**src/rtl/rle_pkg.sv**
```systemverilog
// Shared constants, FSM state encoding and run-word layout for the run-length encoder.
package rle_pkg;
    localparam int IN_W    = 16;
    localparam int CNT_W   = 15;
    localparam int MAX_RUN = (1 << CNT_W) - 1;
    localparam int BL_W    = $clog2(IN_W + 1);

    typedef enum logic [2:0] {
        IDLE  = 3'd0,
        LOAD  = 3'd1,
        SCAN  = 3'd2,
        EMIT  = 3'd3,
        FLUSH = 3'd4,
        DONE  = 3'd5
    } state_t;

    typedef struct packed {
        logic             pix;
        logic [CNT_W-1:0] len;
    } run_word_t;
endpackage

```
**src/rtl/rle_word_unpacker.sv**
```systemverilog
// Serialises one input pixel word MSB first; pix is the current pixel, last marks its final bit.
module rle_word_unpacker
    import rle_pkg::*;
(
    input  logic            clk,
    input  logic            rst,
    input  logic            load,
    input  logic [IN_W-1:0] data,
    input  logic            shift,
    output logic            pix,
    output logic            last,
    output logic            empty
);
    logic [IN_W-1:0] shreg_r;
    logic [BL_W-1:0] bits_left_r;

    // Shift register and remaining-bit counter
    always_ff @(posedge clk or posedge rst) begin
        if (rst) begin
            shreg_r     <= {IN_W{1'b0}};
            bits_left_r <= {BL_W{1'b0}};
        end else if (load) begin
            shreg_r     <= data;
            bits_left_r <= BL_W'(IN_W);
        end else if (shift && (bits_left_r != {BL_W{1'b0}})) begin
            shreg_r     <= {shreg_r[IN_W-2:0], 1'b0};
            bits_left_r <= bits_left_r - BL_W'(1);
        end else begin
            shreg_r     <= shreg_r;
            bits_left_r <= bits_left_r;
        end
    end

    assign pix   = shreg_r[IN_W-1];
    assign last  = (bits_left_r == BL_W'(1));
    assign empty = (bits_left_r == {BL_W{1'b0}});
endmodule

```
**src/rtl/rle_compressor.sv**
```systemverilog
// Streaming run-length encoder: pixel words in, {run_bit, run_len} words out.
// Optional RLE_STATS_EN adds word_count and overflow outputs.
module rle_compressor
    import rle_pkg::*;
#(
    parameter int IMG_BITS = 16384
) (
    input  logic            clk,
    input  logic            rst,
    input  logic            start,
    input  logic            in_valid,
    output logic            in_ready,
    input  logic [IN_W-1:0] in_data,
    output logic            out_valid,
    input  logic            out_ready,
    output logic [15:0]     out_word,
    output logic            busy,
    output logic            frame_done
`ifdef RLE_STATS_EN
    ,
    output logic [15:0]     word_count,
    output logic            overflow
`endif
);
    localparam int PL_W = $clog2(IMG_BITS + 1);

    state_t           state_r;
    logic [PL_W-1:0]  pix_left_r;
    logic             run_bit_r;
    logic [CNT_W-1:0] run_len_r;
    run_word_t        out_r;
    logic             in_ready_r, out_valid_r, busy_r, frame_done_r;

    logic             load_s, shift_s, pix_s, last_s, empty_s;
    logic             next_bit_s, term_s;
    logic [CNT_W-1:0] next_len_s;

    assign load_s  = (state_r == LOAD) && in_valid && in_ready_r;
    assign shift_s = (state_r == SCAN);

    rle_word_unpacker u_unpacker (
        .clk   (clk),
        .rst   (rst),
        .load  (load_s),
        .data  (in_data),
        .shift (shift_s),
        .pix   (pix_s),
        .last  (last_s),
        .empty (empty_s)
    );

    // Run update for the pixel consumed this cycle; term_s closes the current run
    always_comb begin
        next_bit_s = pix_s;
        next_len_s = CNT_W'(1);
        term_s     = 1'b0;
        if (run_len_r == {CNT_W{1'b0}}) begin
            next_bit_s = pix_s;
            next_len_s = CNT_W'(1);
        end else if ((pix_s == run_bit_r) && (run_len_r < CNT_W'(MAX_RUN))) begin
            next_bit_s = run_bit_r;
            next_len_s = run_len_r + CNT_W'(1);
        end else begin
            term_s = 1'b1;
        end
    end

    // Frame control FSM with registered handshake and status outputs
    always_ff @(posedge clk or posedge rst) begin
        if (rst) begin
            state_r      <= IDLE;
            pix_left_r   <= {PL_W{1'b0}};
            run_bit_r    <= 1'b0;
            run_len_r    <= {CNT_W{1'b0}};
            out_r        <= '{pix: 1'b0, len: {CNT_W{1'b0}}};
            in_ready_r   <= 1'b0;
            out_valid_r  <= 1'b0;
            busy_r       <= 1'b0;
            frame_done_r <= 1'b0;
        end else begin
            frame_done_r <= 1'b0;
            case (state_r)
                IDLE: begin
                    if (start) begin
                        pix_left_r <= PL_W'(IMG_BITS);
                        run_bit_r  <= 1'b0;
                        run_len_r  <= {CNT_W{1'b0}};
                        busy_r     <= 1'b1;
                        in_ready_r <= 1'b1;
                        state_r    <= LOAD;
                    end
                end
                LOAD: begin
                    if (load_s) begin
                        in_ready_r <= 1'b0;
                        state_r    <= SCAN;
                    end
                end
                SCAN: begin
                    pix_left_r <= pix_left_r - PL_W'(1);
                    run_bit_r  <= next_bit_s;
                    run_len_r  <= next_len_s;
                    if (term_s) begin
                        out_r.pix   <= run_bit_r;
                        out_r.len   <= run_len_r;
                        out_valid_r <= 1'b1;
                        state_r     <= EMIT;
                    end else if (pix_left_r == PL_W'(1)) begin
                        // Last pixel of the frame: the final run is presented directly
                        out_r.pix   <= next_bit_s;
                        out_r.len   <= next_len_s;
                        out_valid_r <= 1'b1;
                        state_r     <= FLUSH;
                    end else if (last_s) begin
                        in_ready_r <= 1'b1;
                        state_r    <= LOAD;
                    end else begin
                        state_r <= SCAN;
                    end
                end
                EMIT: begin
                    if (out_ready) begin
                        if (pix_left_r == {PL_W{1'b0}}) begin
                            out_r.pix <= run_bit_r;
                            out_r.len <= run_len_r;
                            state_r   <= FLUSH;
                        end else if (empty_s) begin
                            out_valid_r <= 1'b0;
                            in_ready_r  <= 1'b1;
                            state_r     <= LOAD;
                        end else begin
                            out_valid_r <= 1'b0;
                            state_r     <= SCAN;
                        end
                    end
                end
                FLUSH: begin
                    if (out_ready) begin
                        out_valid_r  <= 1'b0;
                        busy_r       <= 1'b0;
                        frame_done_r <= 1'b1;
                        state_r      <= DONE;
                    end
                end
                DONE: begin
                    state_r <= IDLE;
                end
                default: begin
                    in_ready_r  <= 1'b0;
                    out_valid_r <= 1'b0;
                    busy_r      <= 1'b0;
                    state_r     <= IDLE;
                end
            endcase
        end
    end

    assign in_ready   = in_ready_r;
    assign out_valid  = out_valid_r;
    assign out_word   = out_r;
    assign busy       = busy_r;
    assign frame_done = frame_done_r;

`ifdef RLE_STATS_EN
    logic [15:0] word_count_r;
    logic        overflow_r;

    // Per-frame count of run-word handshakes with sticky wrap flag
    always_ff @(posedge clk or posedge rst) begin
        if (rst) begin
            word_count_r <= 16'h0000;
            overflow_r   <= 1'b0;
        end else if ((state_r == IDLE) && start) begin
            word_count_r <= 16'h0000;
            overflow_r   <= 1'b0;
        end else if (out_valid_r && out_ready) begin
            word_count_r <= word_count_r + 16'h0001;
            overflow_r   <= overflow_r | (word_count_r == 16'hFFFF);
        end else begin
            word_count_r <= word_count_r;
            overflow_r   <= overflow_r;
        end
    end

    assign word_count = word_count_r;
    assign overflow   = overflow_r;
`endif
endmodule

```
**config.mk**
```make
export PLATFORM = sky130hd
export DESIGN_NAME = rle_compressor
export DESIGN_NICKNAME = d
export VERILOG_FILES = /design/src/rtl/rle_pkg.sv /design/src/rtl/rle_word_unpacker.sv /design/src/rtl/rle_compressor.sv
export SDC_FILE = /design/constraint.sdc
export NUM_CORES = 1
export LEC_CHECK = 0
export ABC_AREA = 1
export CORE_MARGIN = 5
export CORE_UTILIZATION = 58
export CTS_CLUSTER_DIAMETER = 60
export DETAILED_ROUTE_END_ITERATION = 10
export GPL_TIMING_DRIVEN = 0
export PLACE_DENSITY = 0.8
export SYNTH_ARGS = -nofsm -noshare
export SYNTH_HDL_FRONTEND = slang
export SYNTH_SLANG_ARGS = --single-unit
```
**constraint.sdc**
```tcl
create_clock -name clk -period 2.99 [get_ports clk]
set_input_delay 0.598 -clock clk [delete_from_list [all_inputs] [get_ports clk]]
set_output_delay 0.598 -clock clk [all_outputs]
set_load 0.05 [all_outputs]
```
Fig. 1: local utilization
Drawn at 4 px/um. 10 x 10 tiles, from dark blue (low) to red (high), 0 to 100% covered.
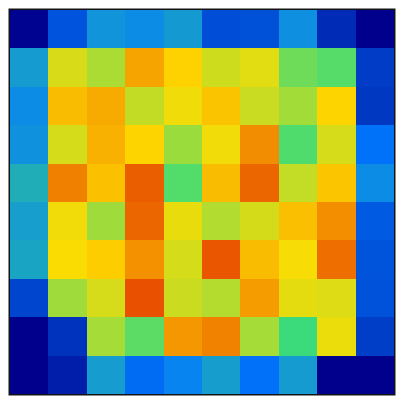
nearly empty tiles: 6.0%
densest ninth of the die: center
fullest tile: 91%
FP Util: 0.5949
Util after Layout: 0.6986
Core Box Area: 0.007214 sq mm

Fig. 2: the metal 4 layer
Drawn at 4 px/um. Supply wires on this layer in gray.
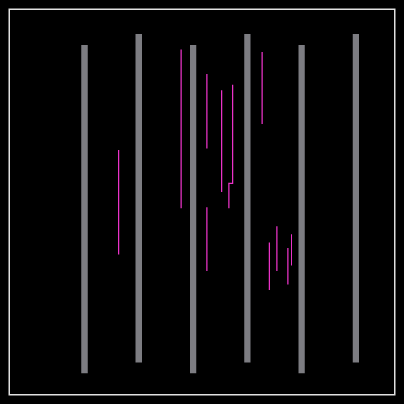
longest straight run: 39.4 um
share of all routed wire: 2.1%
total wire length: 10.04 mm
Via Count: 4036

==> reports/metrics.yaml <==
synthesis:
  synth_area_sq_mm: 0.004292
  topCombFamilyByArea: "simple AND/OR/NAND/NOR gates"
  synth_area_per_cell_sq_um: 7.464
  yosys_warnings: 0
  ys_sh_xor: 0.01633
  top_cells_by_area: "dfrtp_1, nand2_1, o21ai_0, inv_1, nand4_1"
  top_cells_by_count: "nand2_1, dfrtp_1, o21ai_0, inv_1, nor2_1"
  ys_types: 31
  fa_ha_area_frac: 0.02332
  synth_nets: 604
  async_flop_share: 1.000
  edf_count: 0
  netlist_instances: 575
  ys.flop_type: "dfrtp_1"
  ys_cells: 575
  synth_top_area_share: 0.4373
  yosysMostFrequentCell: "nand2_1"
  ys_ff: 75
pwr:
  p_seq_uw: 1010
  power.leakage_uw: 0.002653
  peakVddDrop_uv: 251.2
  combPwrFrac: 0.028
  p_sw_uw: 403.2
  switching_share: 0.2182
  p_int_uw: 1444
  p_per_area_mw_per_mm2: 366.6
  pg_comb_uw: 52.0
clock_network:
  path_clk_slew_ns: 0.08
  cts_setup_buffers: 0
  clk_latency_ns: 0.35
  cts_root_buf: "clkbuf_8"
  postCtsHoldBufs: 0
  h-tree-depth: 3
  clock_sinks: 75
  numCtsBuffers: 9
  cts_resized: 0
floorplanning:
  dieArea_sq_mm: 0.009220
  die_y_um: 96.02
  io_pins: 41
  tap_cells: 99
  die_w_um: 96.02
layout:
  combAreaFraction: 0.4049
  fill_cells: 630
  stdcell_area_sq_mm: 0.005040
  drive_gt1_frac: 0.07278
  final-clk-cell-share: 0.03848
  sh_seq_area: 0.3724
  seq_area_sq_mm: 0.001877
  seq_cells: 75
  largest_class: "logic gates"
  fin_nets: 656
critical_path:
  crit_path_max_fanout: 10
  r2r-end: "run_len_r[0]$_DFFE_PP0P_"
  endpoint_kind: "flip-flop"
  cp_slowest_stage_delay_ns: 0.43
  r2r_start: "state_r[0]$_DFFE_PP0P_"
  cpMostUsedCell: "inv_1"
  crit_family: "buffers and inverters"
  path_class: "flip-flop to flip-flop"
route:
  drc: 0
  dr.first_iter.drc_count: 260
  wl_per_cell_um: 13.74
  detail-route-antenna-nets: 0
final_timing:
  grt_setup_unrepaired: "false"
  setup_viol: 0
  clock_skew_ns: 0.005401
  min_period_over_period: 0.7190
  slew_violations: 0
  fin_ws_ns: 0.8402
  fmax_ghz: 0.4652
placement:
  io_buffers: 40
  hpwl_mm: 7.130
  gp_congestion: 0.8711
  dp_slack_ns: 0.7199
global_route:
  track_usage: 0.2421
  grt_max_degree: 55
  first_global_vias: 3949
run_status:
  outcome: "complete, no violations"
min_path:
  min_to: "out_word[5]$_DFFE_PP0P_"
tightest hold or removal path, cell delays in order (launching register included):
cell and delay, ns:
dfrtp_1 0.35, nand2_1 0.05, nand2_1 0.05
layout by cell type (no fill, tap or decap), types with 2 or more instances in the layout:
| master | count |
|---|---|
| buf_2 | 5 |
| buf_6 | 3 |
| a21oi_4 | 2 |
| clkdlybuf4s50_1 | 40 |
| dfrtp_1 | 75 |
| o21ai_0 | 74 |
| nor2_2 | 2 |
| nand3_1 | 37 |
| inv_1 | 69 |
| o22ai_1 | 5 |
| inv_2 | 3 |
| ha_1 | 8 |
| clkbuf_1 | 10 |
| nor2_4 | 4 |
| clkinv_2 | 3 |
| a22oi_1 | 3 |
| nand4_1 | 30 |
| nand2_1 | 159 |
| nor3_1 | 7 |
| nand2_4 | 3 |
| nand2_2 | 4 |
| xor2_1 | 7 |
| clkbuf_8 | 10 |
| a21oi_1 | 5 |
| mux2i_1 | 3 |
| nor2_1 | 49 |
through the flow:
step	setup TNS (ns)	hold WS, ns	power (uW)
floorplan	0	0.4634	1049
global placement	-56.82	0.4613	1081
detailed placement	0	0.4643	1087
CTS	0	0.4840	1864
global route	0	0.4974	1918
finish	0	0.4819	1848
state kept, by name, indices dropped and copies added (netlist names):
name                    cells
run_bit_r                   1
pix_left_r                 15
out_valid                   1
run_len_r                  15
out_word                   16
in_ready                    1
busy                        1
state_r                     3
frame_done                  1
u_unpacker.shreg_r         16
u_unpacker.bits_left_r      5
per-layer routing:
layer	GRT usage	wire, um	vias to the layer above
li1	-	-	1974
met1	0.3073	4383	1904
met2	0.4025	4929	133
met3	0.04066	516	25
met4	0.1114	212	0
met5	0	0	-
No activity file was given, so power comes from the tool's default toggle rates.
